==> run_1/flops_by_reg.png <==
The bar under the picture is 20 um long. Other sequential cells in the stronger gray, the rest of the logic in the fainter gray.
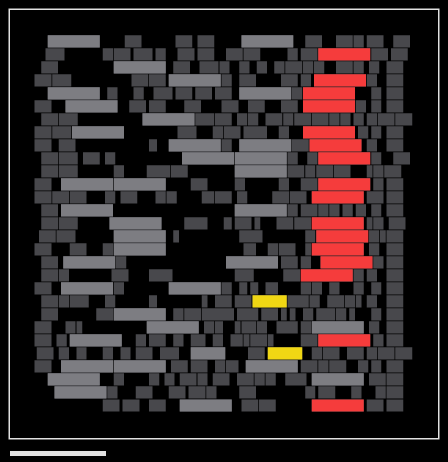
==> run_1/cell_density.png <==
9 x 9 tiles, from black (low) to pale yellow (high), 0 to 100% covered.
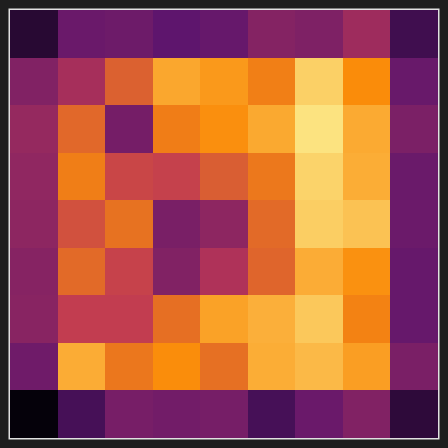
==> run_1/congestion.png <==
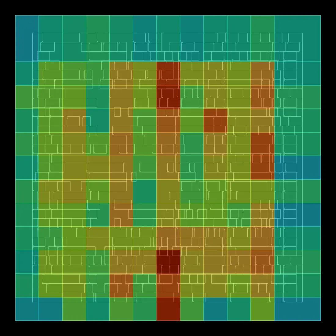
`config.mk`:
```
export PLATFORM = sky130hd
export DESIGN_NAME = mem_arbiter_flat
export DESIGN_NICKNAME = d
export VERILOG_FILES = /design/src/rtl/mem_arb_pkg.sv /design/src/rtl/mem_arbiter_if.sv /design/src/rtl/mem_arbiter_rr_pick2.sv /design/src/rtl/mem_arbiter.sv /design/src/flat_wrapper.sv
export SDC_FILE = /design/constraint.sdc
export NUM_CORES = 1
export LEC_CHECK = 0
export CAP_MARGIN = 0
export CORE_MARGIN = 5
export CORE_UTILIZATION = 43
export DETAILED_ROUTE_END_ITERATION = 16
export GPL_TIMING_DRIVEN = 0
export PLACE_DENSITY = 0.87
export SETUP_SLACK_MARGIN = 0.4
export SYNTH_ARGS = -nofsm -noshare
export SYNTH_HDL_FRONTEND = slang
export SYNTH_SLANG_ARGS = --single-unit
```
`constraint.sdc`:
```
create_clock -name clk -period 5.2 [get_ports clk]
set_clock_uncertainty 0.05 [all_clocks]
set_input_delay 1.04 -clock clk [delete_from_list [all_inputs] [get_ports clk]]
set_output_delay 1.04 -clock clk [all_outputs]
set_load 0.02 [all_outputs]
```
`src/rtl/mem_arb_pkg.sv`:
```
// Shared encodings for the two-port memory arbiter: FSM states and requester ids.
package mem_arb_pkg;

    typedef enum logic [1:0] {
        IDLE  = 2'd0,
        ISSUE = 2'd1,
        WAIT  = 2'd2,
        RESP  = 2'd3
    } arb_state_e;

    typedef enum logic {
        PORT_I = 1'b0,
        PORT_D = 1'b1
    } port_e;

endpackage

```
`src/rtl/mem_arbiter_if.sv`:
```
// Bundle of requester handshakes and memory-side signals around the arbiter.
// slave is the arbiter's view; master is the requesters-plus-memory view.
interface mem_arbiter_if #(
    parameter int ADDR_W = 16,
    parameter int DATA_W = 16
);
    logic              i_req;
    logic [ADDR_W-1:0] i_addr;
    logic              i_done;
    logic [DATA_W-1:0] i_rdata;
    logic              i_hit;
    logic              i_err;

    logic              d_req;
    logic              d_wr;
    logic [ADDR_W-1:0] d_addr;
    logic [DATA_W-1:0] d_wdata;
    logic              d_done;
    logic [DATA_W-1:0] d_rdata;
    logic              d_hit;
    logic              d_err;

    logic [ADDR_W-1:0] mem_addr;
    logic [DATA_W-1:0] mem_wdata;
    logic              mem_rd;
    logic              mem_wr;
    logic [DATA_W-1:0] mem_rdata;
    logic              mem_done;
    logic              mem_hit;
    logic              mem_err;

    modport slave (
        input  i_req, i_addr, d_req, d_wr, d_addr, d_wdata,
               mem_rdata, mem_done, mem_hit, mem_err,
        output i_done, i_rdata, i_hit, i_err,
               d_done, d_rdata, d_hit, d_err,
               mem_addr, mem_wdata, mem_rd, mem_wr
    );

    modport master (
        output i_req, i_addr, d_req, d_wr, d_addr, d_wdata,
               mem_rdata, mem_done, mem_hit, mem_err,
        input  i_done, i_rdata, i_hit, i_err,
               d_done, d_rdata, d_hit, d_err,
               mem_addr, mem_wdata, mem_rd, mem_wr
    );

endinterface

```
`src/rtl/mem_arbiter_rr_pick2.sv`:
```
// Two-way round-robin pick: a lone request wins; on a tie the port
// opposite the previous grant wins.
module rr_pick2
    import mem_arb_pkg::*;
(
    input  logic  i_req_i,
    input  logic  d_req_i,
    input  port_e last_i,
    output port_e gnt_id_o,
    output logic  gnt_vld_o
);

    always_comb begin
        gnt_vld_o = i_req_i | d_req_i;
        gnt_id_o  = PORT_I;
        if (i_req_i && d_req_i) begin
            gnt_id_o = (last_i == PORT_D) ? PORT_I : PORT_D;
        end else if (d_req_i) begin
            gnt_id_o = PORT_D;
        end
    end

endmodule

```
`src/rtl/mem_arbiter.sv`:
```
// Shares one cached memory between fetch and data requesters: latches the
// winner, pulses Rd/Wr once, waits for Done and returns a registered response.
module mem_arbiter
    import mem_arb_pkg::*;
#(
    parameter int ADDR_W = 16,
    parameter int DATA_W = 16
) (
    input  logic          clk,
    input  logic          rst,
    mem_arbiter_if.slave  bus
);

    arb_state_e        state_q, state_d;
    port_e             last_q, last_d;
    port_e             port_q, port_d;
    logic [ADDR_W-1:0] addr_q, addr_d;
    logic [DATA_W-1:0] wdata_q, wdata_d;
    logic              wr_q, wr_d;
    logic [DATA_W-1:0] rdata_q, rdata_d;
    logic              hit_q, hit_d;
    logic              err_q, err_d;

    port_e             gnt_id;
    logic              gnt_vld;
    logic              busy, resp_i, resp_d;

    rr_pick2 u_pick (
        .i_req_i   (bus.i_req),
        .d_req_i   (bus.d_req),
        .last_i    (last_q),
        .gnt_id_o  (gnt_id),
        .gnt_vld_o (gnt_vld)
    );

    // Only control state is reset; latched data is qualified by state.
    always_ff @(posedge clk) begin
        if (rst) begin
            state_q <= IDLE;
            last_q  <= PORT_D;
        end else begin
            state_q <= state_d;
            last_q  <= last_d;
        end
        port_q  <= port_d;
        addr_q  <= addr_d;
        wdata_q <= wdata_d;
        wr_q    <= wr_d;
        rdata_q <= rdata_d;
        hit_q   <= hit_d;
        err_q   <= err_d;
    end

    always_comb begin
        state_d = state_q;
        last_d  = last_q;
        port_d  = port_q;
        addr_d  = addr_q;
        wdata_d = wdata_q;
        wr_d    = wr_q;
        rdata_d = rdata_q;
        hit_d   = hit_q;
        err_d   = err_q;
        case (state_q)
            IDLE: begin
                if (gnt_vld) begin
                    port_d = gnt_id;
                    last_d = gnt_id;
                    if (gnt_id == PORT_D) begin
                        addr_d  = bus.d_addr;
                        wdata_d = bus.d_wdata;
                        wr_d    = bus.d_wr;
                    end else begin
                        addr_d  = bus.i_addr;
                        wdata_d = '0;
                        wr_d    = 1'b0;
                    end
                    // Odd addresses are rejected without touching the memory.
                    if (addr_d[0]) begin
                        err_d   = 1'b1;
                        hit_d   = 1'b0;
                        rdata_d = '0;
                        state_d = RESP;
                    end else begin
                        state_d = ISSUE;
                    end
                end
            end
            ISSUE: state_d = WAIT;
            WAIT: begin
                if (bus.mem_done) begin
                    rdata_d = wr_q ? '0 : bus.mem_rdata;
                    hit_d   = bus.mem_hit;
                    err_d   = bus.mem_err;
                    state_d = RESP;
                end
            end
            RESP:    state_d = IDLE;
            default: state_d = IDLE;
        endcase
    end

    always_comb begin
        busy          = (state_q != IDLE);
        resp_i        = (state_q == RESP) && (port_q == PORT_I);
        resp_d        = (state_q == RESP) && (port_q == PORT_D);
        bus.mem_addr  = busy ? addr_q : '0;
        bus.mem_wdata = busy ? wdata_q : '0;
        bus.mem_rd    = (state_q == ISSUE) && !wr_q;
        bus.mem_wr    = (state_q == ISSUE) && wr_q;
        bus.i_done    = resp_i;
        bus.i_rdata   = resp_i ? rdata_q : '0;
        bus.i_hit     = resp_i && hit_q;
        bus.i_err     = resp_i && err_q;
        bus.d_done    = resp_d;
        bus.d_rdata   = resp_d ? rdata_q : '0;
        bus.d_hit     = resp_d && hit_q;
        bus.d_err     = resp_d && err_q;
    end

endmodule

```
`src/flat_wrapper.sv`:
```
// flat-port wrapper written by rule: the top's interface ports become plain ports
module mem_arbiter_flat import mem_arb_pkg::*;
#(
    parameter int ADDR_W = 16,
    parameter int DATA_W = 16
)
  (clk, rst, bus_i_req, bus_i_addr, bus_d_req, bus_d_wr, bus_d_addr, bus_d_wdata, bus_mem_rdata, bus_mem_done, bus_mem_hit, bus_mem_err, bus_i_done, bus_i_rdata, bus_i_hit, bus_i_err, bus_d_done, bus_d_rdata, bus_d_hit, bus_d_err, bus_mem_addr, bus_mem_wdata, bus_mem_rd, bus_mem_wr);
  mem_arbiter_if #(.ADDR_W(ADDR_W), .DATA_W(DATA_W)) bus_i ();
  input  logic clk;
  input  logic rst;
  input wire logic [$bits(bus_i.i_req)-1:0] bus_i_req;
  input wire logic [$bits(bus_i.i_addr)-1:0] bus_i_addr;
  input wire logic [$bits(bus_i.d_req)-1:0] bus_d_req;
  input wire logic [$bits(bus_i.d_wr)-1:0] bus_d_wr;
  input wire logic [$bits(bus_i.d_addr)-1:0] bus_d_addr;
  input wire logic [$bits(bus_i.d_wdata)-1:0] bus_d_wdata;
  input wire logic [$bits(bus_i.mem_rdata)-1:0] bus_mem_rdata;
  input wire logic [$bits(bus_i.mem_done)-1:0] bus_mem_done;
  input wire logic [$bits(bus_i.mem_hit)-1:0] bus_mem_hit;
  input wire logic [$bits(bus_i.mem_err)-1:0] bus_mem_err;
  output wire logic [$bits(bus_i.i_done)-1:0] bus_i_done;
  output wire logic [$bits(bus_i.i_rdata)-1:0] bus_i_rdata;
  output wire logic [$bits(bus_i.i_hit)-1:0] bus_i_hit;
  output wire logic [$bits(bus_i.i_err)-1:0] bus_i_err;
  output wire logic [$bits(bus_i.d_done)-1:0] bus_d_done;
  output wire logic [$bits(bus_i.d_rdata)-1:0] bus_d_rdata;
  output wire logic [$bits(bus_i.d_hit)-1:0] bus_d_hit;
  output wire logic [$bits(bus_i.d_err)-1:0] bus_d_err;
  output wire logic [$bits(bus_i.mem_addr)-1:0] bus_mem_addr;
  output wire logic [$bits(bus_i.mem_wdata)-1:0] bus_mem_wdata;
  output wire logic [$bits(bus_i.mem_rd)-1:0] bus_mem_rd;
  output wire logic [$bits(bus_i.mem_wr)-1:0] bus_mem_wr;
  assign bus_i.i_req = bus_i_req;
  assign bus_i.i_addr = bus_i_addr;
  assign bus_i.d_req = bus_d_req;
  assign bus_i.d_wr = bus_d_wr;
  assign bus_i.d_addr = bus_d_addr;
  assign bus_i.d_wdata = bus_d_wdata;
  assign bus_i.mem_rdata = bus_mem_rdata;
  assign bus_i.mem_done = bus_mem_done;
  assign bus_i.mem_hit = bus_mem_hit;
  assign bus_i.mem_err = bus_mem_err;
  assign bus_i_done = bus_i.i_done;
  assign bus_i_rdata = bus_i.i_rdata;
  assign bus_i_hit = bus_i.i_hit;
  assign bus_i_err = bus_i.i_err;
  assign bus_d_done = bus_i.d_done;
  assign bus_d_rdata = bus_i.d_rdata;
  assign bus_d_hit = bus_i.d_hit;
  assign bus_d_err = bus_i.d_err;
  assign bus_mem_addr = bus_i.mem_addr;
  assign bus_mem_wdata = bus_i.mem_wdata;
  assign bus_mem_rd = bus_i.mem_rd;
  assign bus_mem_wr = bus_i.mem_wr;
  mem_arbiter #(.ADDR_W(ADDR_W), .DATA_W(DATA_W)) u_core (.clk(clk), .rst(rst), .bus(bus_i));
endmodule
```
==> summary.log, run 1 <==
INFO  outcome        status=complete, no violations
INFO  worst_setup_path delay_of_the_slowest_cell_on_the_worst_path=600ps
INFO  power          pwr.group.clock=0.000225W
INFO  worst_setup_path rr_worst_depth=5
INFO  clock_tree     htree_levels=2
INFO  placement      dpl_cell_area=4260um^2
INFO  power          power_internal=0.00125W
INFO  sta            final.setup.worst_slack=1720ps
INFO  sta            fin_tns_setup=0ps
INFO  worst_setup_path r2r-end=u_core.wdata_q[12]$_SDFFCE_PP0P_
INFO  worst_setup_path critical_path.startpoint=u_core.state_q[0]$_SDFFE_PP0P_
INFO  global_routing grt_max_degree=35
INFO  worst_setup_path path_delay_family=buffers and inverters
INFO  final_layout   clk_share=1.93%
INFO  yosys          post_synth_inst_count=216
INFO  clock_tree     tritoncts_buffer_count=5
INFO  sta            hold_violations=0
INFO  yosys          top_area_cell=sky130_fd_sc_hd__edfxtp_1
INFO  final_layout   flops=55
INFO  power          irDropWorstVdd=0.251mV
INFO  yosys          yosys.stat.chipArea=2720um^2
INFO  placement      pre_cts_slack=2030ps
INFO  drt            dr_wl_met3=817um
INFO  clock_tree     numClockSinks=55
INFO  placement      detailed_place_hpwl=5.65mm
INFO  final_layout   nonclk_buf_share=34.5%
INFO  final_layout   finalInstanceArea=4350um^2
INFO  final_layout   final_layout_size_suffix_gt1_share=8.70%
INFO  yosys          synthesis.area_per_instance=12.6um^2
INFO  die            chipHeight=89.5um
INFO  clock_tree     clk_latency_worst_skew_pair=300ps
INFO  yosys          synthDistinctLibCells=26
INFO  sta            grt_setup_unrepaired=no
INFO  power          net-switching-power=0.000722W
INFO  yosys          postSynthRegisterBits=55
INFO  final_layout   nNonClkBuffers=157
INFO  power          p_total=0.00197W
INFO  final_layout   area_delta_synth_final=59.9%
INFO  die            dieArea=8010um^2
INFO  sta            worst_slew_margin_rel=45.3%
INFO  sta            final_critical_period=3480ps
INFO  drt            total_drc_errors_in_the_routed_layout=0
INFO  worst_setup_path criticalPathCategory=flip-flop to output port
INFO  worst_setup_path reg2reg_slack=2720ps
INFO  worst_setup_path worst_setup_path_endpoint=bus_i_rdata[8]
INFO  clock_tree     cts.reportedPaths.clkPinSlew=90ps
INFO  sta            finalClockPeriodUsage=66.9%
INFO  clock_tree     clock-root-buffer=sky130_fd_sc_hd__clkbuf_8
INFO  final_layout   comb_area=1040um^2
INFO  placement      quantity_of_i_o_buffers_inserted_on_ports=143
INFO  final_layout   clkbuf_count=5
INFO  yosys          sequential_share_of_the_synthesized_area=59.7%
INFO  power          power_frac_comb=48.9%
INFO  final_layout   multiInputCombCellCount=146
INFO  final_layout   n_all_inverters=2
INFO  sta            finalSetupViolations=0
INFO  worst_setup_path timing.critical_path.slowest_stage_cell=sky130_fd_sc_hd__clkdlybuf4s50_1
INFO  global_routing vias_in_the_first_global_route=2131
INFO  sta            timing.final.max_slew_violations=0
INFO  min_path       min_path_cells=2
INFO  power          power.largest_group=combinational cells
INFO  power          power_frac_clock=11.4%
INFO  yosys          ff_type=sky130_fd_sc_hd__edfxtp_1
INFO  yosys          post_synth_main_area_contributors=sky130_fd_sc_hd__edfxtp_1 (57%), sky130_fd_sc_hd__and2_1 (12%), sky130_fd_sc_hd__nor2b_1 (8.3%), sky130_fd_sc_hd__mux2_2 (6.6%), sky130_fd_sc_hd__and3_1 (4.1%)
INFO  global_routing grt_ovf=0
INFO  yosys          fp_nets=292
INFO  global_routing grt_antenna_before_repair=0
INFO  global_routing first_pass_grt_wire_length=10.2mm
INFO  final_layout   combinational_share_of_cell_area=23.9%
INFO  power          cellPowerDensity=454nW/um^2
INFO  drt            top_signal_layer_used=met4
INFO  clock_tree     max-clock-path-buffers=2
INFO  die            fp-row-count=29
INFO  yosys          synth-edff-count=52
INFO  die            floorplan.core_area=6240um^2
INFO  min_path       hold_path.startpoint=u_core.state_q[1]$_SDFFE_PP0P_
INFO  worst_setup_path cp_data_required_time=4110ps
INFO  yosys          synth.cell_area=2720um^2
INFO  die            tap_cells=77
INFO  power          power.leakage=1.63nW
INFO  final_layout   fin_cells=445
INFO  drt            via_count=2135
INFO  drt            drt_wl_total=6.93mm
INFO  run            maxCapViolations=0
INFO  drt            first_pass_iters=4
INFO  worst_setup_path worstPathCellList=ha_1 > nor2b_1 > clkbuf_1 > and2_1 > clkdlybuf4s50_1
INFO  final_layout   layout.cells.most_common_list=sky130_fd_sc_hd__clkdlybuf4s50_1 (143), sky130_fd_sc_hd__and2_1 (54), sky130_fd_sc_hd__edfxtp_1 (52)
INFO  worst_setup_path worstSetupStartpointType=flip-flop
INFO  drt            dr.first_iter.drc_count=72
INFO  power          seq_power_share=39.6%
INFO  final_layout   largest_registers=u_core.addr_q: 16 flops, u_core.rdata_q: 16 flops, u_core.wdata_q: 16 flops
INFO  die            io_pins=144
INFO  clock_tree     cts_repair_resize_count=0
INFO  clock_tree     cts_setup_buffers=0
INFO  final_layout   nNetsFinal=443
INFO  min_path       timing.hold.worst_endpoint=u_core.state_q[1]$_SDFFE_PP0P_
INFO  final_layout   fillers=477
Notes on flops_by_reg.png above:
u_core.rdata_q -> red  # placed flops 16
u_core.state_q -> yellow  # placed flops 2
not colored = 37
Finished Core Util: 69.6%
sequential cell area: 1620 um^2
flop share of the area: 37.3%
P_seq: 0.000782 W

Notes on cell_density.png above:
densest ninth of the die = east
nearly empty tiles = 1.2%
mean over tiles = 53%
tiles over 75% full = 26%
fullest tile = 94%

Notes on congestion.png above:
GRT Util Overall: 16.9%
routed wirelength normalized by instance count: 15.6 um
met3 Usage GRT: 5.44%
GR peak layer: met2
met1 track utilization from global routing: 17.1%

-- run 1: synth_stat cells (all sizes together) (3+ instances only) --
| library cell | number |
|---|---|
| and2 | 54 |
| and3 | 18 |
| buf | 3 |
| clkbuf | 10 |
| dfxtp | 3 |
| edfxtp | 52 |
| ha | 4 |
| mux2 | 16 |
| nor2 | 3 |
| nor2b | 36 |
-- run 1: worst reg2reg max path: cells and delay by family, from the launching register on --
family	cells	cell delay (ps)
fa+ha+maj	1	220
compound gates	1	760
buf+inv	3	720
flops	1	340
-- run 1: cells by family after synthesis --
logic type                 synth area share [%]
and+or+nand+nor                            27.2
DFF                                        59.7
muxes                                      7.00
buffers and inverters                      2.30
AOI/OAI and AO/OA                          1.98
adders and majority gates                  1.84
==> run_1/wires.png <==
The bar under the picture is 20 um long. Two of the layers only.
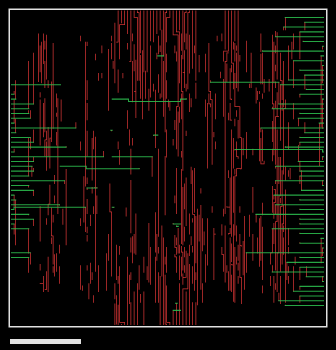

## Run 2: what changed since run 1
Settings changed: CORE_UTILIZATION 43 to 39, PLACE_DENSITY 0.87 to 0.8.
Clock period 5.2 ns to 3.45 ns, I/O delays scaled along.
==> run_2/wires.png <==
The bar under the picture is 20 um long. Two of the layers only.
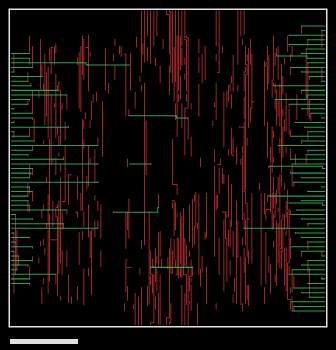
metal 3 -> green  # wire length 967 um
metal 2 -> red  # wire length 3250 um
overall routed net length: 6.87 mm
vias after detailed routing: 2108
routed wirelength normalized by instance count: 14.8 um

==> run_2/flops_by_reg.png <==
The bar under the picture is 20 um long. Other sequential cells in the stronger gray, the rest of the logic in the fainter gray.
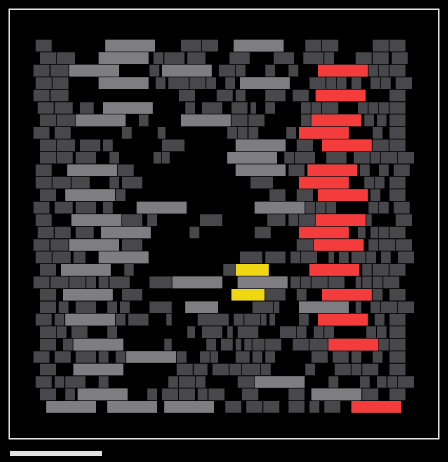
u_core.state_q -> yellow  # placed flops 2
u_core.rdata_q -> red  # placed flops 16
not colored = 37
Finished Core Util: 65.4%
flop share of the area: 36.5%
P_seq: 0.00118 W

==> run 2 against run 1 <==
Total power increased by 51%. Die area is 9.1% higher. Global-route usage down 1.2 points. Critical path type unchanged.
==> summary.log, run 2 <==
INFO  placement      quantity_of_i_o_buffers_inserted_on_ports=143 [unchanged]
INFO  die            floorplan.die.width=93.5um
INFO  sta            fin_hold_ws=530ps
INFO  final_layout   flops=55 [unchanged]
INFO  placement      gpl.final_weighted_congestion=0.703
INFO  worst_setup_path rr_worst_depth=5 [unchanged]
INFO  clock_tree     numClockSinks=55 [unchanged]
INFO  die            fp-row-count=30 [+3.4%]
INFO  final_layout   largest_registers=u_core.addr_q: 16 flops, u_core.rdata_q: 16 flops, u_core.wdata_q: 16 flops
INFO  final_layout   clk_share=2.06% [+0.13 points]
INFO  die            floorplan.core_area=6790um^2 [+8.9%]
INFO  final_layout   combinational_share_of_cell_area=23.5% [-0.46 points]
INFO  placement      dpl_cell_area=4290um^2 [+0.53%]
INFO  clock_tree     cts.reportedPaths.clkPinSlew=90ps [about the same]
INFO  final_layout   multiInputCombCellCount=146 [unchanged]
INFO  final_layout   clkbuf_count=7 [+2]
INFO  sta            finalClockPeriodUsage=84.7%
INFO  yosys          synthSimpleGateAreaFrac=27.2% [unchanged]
INFO  yosys          post_synth_inst_count=216 [unchanged]
INFO  clock_tree     cts_tree=built
INFO  power          cellPowerDensity=670nW/um^2 [+48%]
INFO  worst_setup_path criticalPathCategory=flip-flop to output port
INFO  final_layout   fillers=546 [+14%]
INFO  clock_tree     clk_latency_worst_skew_pair=300ps [about the same]
INFO  final_layout   nonclk_buf_share=35.1% [+0.66 points]
INFO  min_path       min-delay-path-class=flip-flop to flip-flop
INFO  power          irDropWorstVdd=0.309mV [+23%]
INFO  worst_setup_path worstReg2RegStart=u_core.state_q[0]$_SDFFE_PP0P_
INFO  drt            dr_wl_met3=966um [+18%]
INFO  global_routing grt_usage=15.7% [-1.2 points]
INFO  worst_setup_path worstPathCellList=inv_1 > ha_1 > buf_2 > clkbuf_2 > nor2b_1 > clkdlybuf4s50_1
INFO  clock_tree     cts_setup_buffers=0 [unchanged]
INFO  drt            avgViaCountPerCell=4.54
INFO  clock_tree     clock-root-buffer=sky130_fd_sc_hd__clkbuf_8
INFO  yosys          ff_type=sky130_fd_sc_hd__edfxtp_1
INFO  sta            grt_setup_unrepaired=yes
INFO  yosys          synthAdderAreaFrac=1.84% [unchanged]
INFO  min_path       min_path_cells=2 [unchanged]
INFO  sta            worst_slew_margin_rel=45.5% [+0.26 points]
INFO  global_routing grt_max_degree=35 [unchanged]
INFO  final_layout   area_delta_synth_final=63.5%
INFO  worst_setup_path cp_data_required_time=2710ps [-1400 ps]
INFO  drt            first_pass_iters=4 [unchanged]
INFO  yosys          top_area_cell=sky130_fd_sc_hd__edfxtp_1
INFO  yosys          synthAoiAreaFrac=1.98% [unchanged]
INFO  min_path       hold_path.startpoint=u_core.state_q[0]$_SDFFE_PP0P_
INFO  sta            final.setup.worst_slack=527ps [-1200 ps]
INFO  final_layout   sequential_cell_area=1620um^2 [unchanged]
INFO  run            maxCapViolations=0 [unchanged]
INFO  worst_setup_path reg2reg_slack=1150ps [-1570 ps]
INFO  yosys          postSynthRegisterBits=55 [unchanged]
INFO  clock_tree     max-clock-path-buffers=2 [unchanged]
INFO  yosys          fp_nets=292 [unchanged]
INFO  worst_setup_path worst_setup_path_endpoint=bus_mem_addr[10]
INFO  die            tap_cells=96 [+25%]
INFO  final_layout   n_all_inverters=2 [unchanged]
INFO  yosys          synthesis.area_per_instance=12.6um^2 [unchanged]
INFO  global_routing first_pass_grt_wire_length=10.5mm [+3.4%]
INFO  global_routing grt_ovf=0 [unchanged]
INFO  drt            route.layer.met1.wl=2.62mm
INFO  yosys          post_synth_main_area_contributors=sky130_fd_sc_hd__edfxtp_1 (57%), sky130_fd_sc_hd__and2_1 (12%), sky130_fd_sc_hd__nor2b_1 (8.3%), sky130_fd_sc_hd__mux2_2 (6.6%), sky130_fd_sc_hd__and3_1 (4.1%)
INFO  placement      placed_cells=456
INFO  worst_setup_path r2r-end=u_core.addr_q[2]$_DFFE_PP_
INFO  sta            hold_violations=0 [unchanged]
INFO  yosys          synthDistinctLibCells=26 [unchanged]
INFO  yosys          synth.top_cell.area_share=57.5%
INFO  worst_setup_path critical_path.startpoint=u_core.state_q[0]$_SDFFE_PP0P_
INFO  drt            dr.first_iter.drc_count=47 [-35%]
INFO  power          power.leakage=2.00nW [+22%]
INFO  sta            timing.final.max_slew_violations=0 [unchanged]
INFO  global_routing grt_antenna_before_repair=0 [unchanged]
INFO  global_routing vias_in_the_first_global_route=2086 [-2.1%]
INFO  yosys          yosysCellCount=216
INFO  yosys          async_reset_ff_share=0%
INFO  sta            finalSetupViolations=0 [unchanged]
INFO  die            dieArea=8740um^2 [+9.1%]
INFO  power          p_total=0.00298W [+51%]
INFO  worst_setup_path worstSetupStartpointType=flip-flop
INFO  final_layout   nNonClkBuffers=157 [unchanged]
INFO  final_layout   nNetsFinal=443 [unchanged]
INFO  worst_setup_path worst_setup_path_end_kind=output port
INFO  yosys          top_cell=sky130_fd_sc_hd__and2_1
INFO  worst_setup_path path_delay_family=buffers and inverters
INFO  drt            total_drc_errors_in_the_routed_layout=0 [unchanged]
INFO  yosys          post_synth_most_frequent_cells=sky130_fd_sc_hd__and2_1 (54), sky130_fd_sc_hd__edfxtp_1 (52), sky130_fd_sc_hd__nor2b_1 (36), sky130_fd_sc_hd__and3_1 (18), sky130_fd_sc_hd__mux2_2 (16)
INFO  yosys          logic_family=simple AND/OR/NAND/NOR gates
INFO  final_layout   layout.cells.largest_class=registers
INFO  worst_setup_path worst_ep_arrival_time=2180ps
INFO  sta            fin_tns_setup=0ps [unchanged]
INFO  min_path       timing.hold.worst_endpoint=u_core.state_q[0]$_SDFFE_PP0P_
INFO  drt            postRouteAntennaNets=0
INFO  die            io_pins=144 [unchanged]
INFO  final_layout   finalInstanceArea=4440um^2 [+2.2%]
INFO  clock_tree     tritoncts_buffer_count=5 [unchanged]
INFO  final_layout   layout.cells.most_common_list=sky130_fd_sc_hd__clkdlybuf4s50_1 (119), sky130_fd_sc_hd__and2_1 (54), sky130_fd_sc_hd__edfxtp_1 (52)
INFO  final_layout   final_layout_size_suffix_gt1_share=10.1% [+1.4 points]
INFO  yosys          synth-xor-area-share=0% [unchanged]
INFO  yosys          synth.cell_area=2720um^2 [unchanged]
INFO  yosys          sequential_share_of_the_synthesized_area=59.7% [unchanged]
INFO  final_layout   fin_cells=464 [+4.3%]
INFO  yosys          synth-edff-count=52 [unchanged]
INFO  clock_tree     htree_levels=2 [unchanged]
INFO  die            chipHeight=93.5um [+4.4%]
INFO  worst_setup_path delay_of_the_slowest_cell_on_the_worst_path=630ps [+30 ps]
INFO  sta            final_critical_period=2920ps
INFO  worst_setup_path timing.critical_path.slowest_stage_cell=sky130_fd_sc_hd__clkdlybuf4s50_1
INFO  placement      detailed_place_hpwl=5.54mm [-1.9%]
INFO  final_layout   comb_area=1040um^2 [+0.24%]
INFO  outcome        status=complete, no violations
INFO  yosys          yosys.stat.chipArea=2720um^2 [unchanged]
INFO  drt            top_signal_layer_used=met4
INFO  yosys          ys_sh_mux=7.00% [unchanged]
INFO  placement      pre_cts_slack=457ps [-1570 ps]
[run 2: power by group]
part	switching [W]	total [W]	internal (W)
clock network	0.000199	0.000362	0.000163
logic	0.000803	0.00143	0.000631
registers	0.0000844	0.00118	0.00110
total	0.00109	0.00298	0.00189
[run 2: timing repair]
action	in CTS	in global routing
pin swaps	0	0
endpoints found under the hold margin	0	0
endpoints found under the setup margin	10	47
gates resized	2	34
hold buffers	0	0
[run 2: metal layers]
metal  vias to the layer above  global-route usage (%)
li1                       1037                       -
met1                       949                    17.8
met2                       120                    27.5
met3                         2                    6.52
met4                         0                    3.66
met5                         -                       0
No activity file was given, so power comes from the tool's default toggle rates.
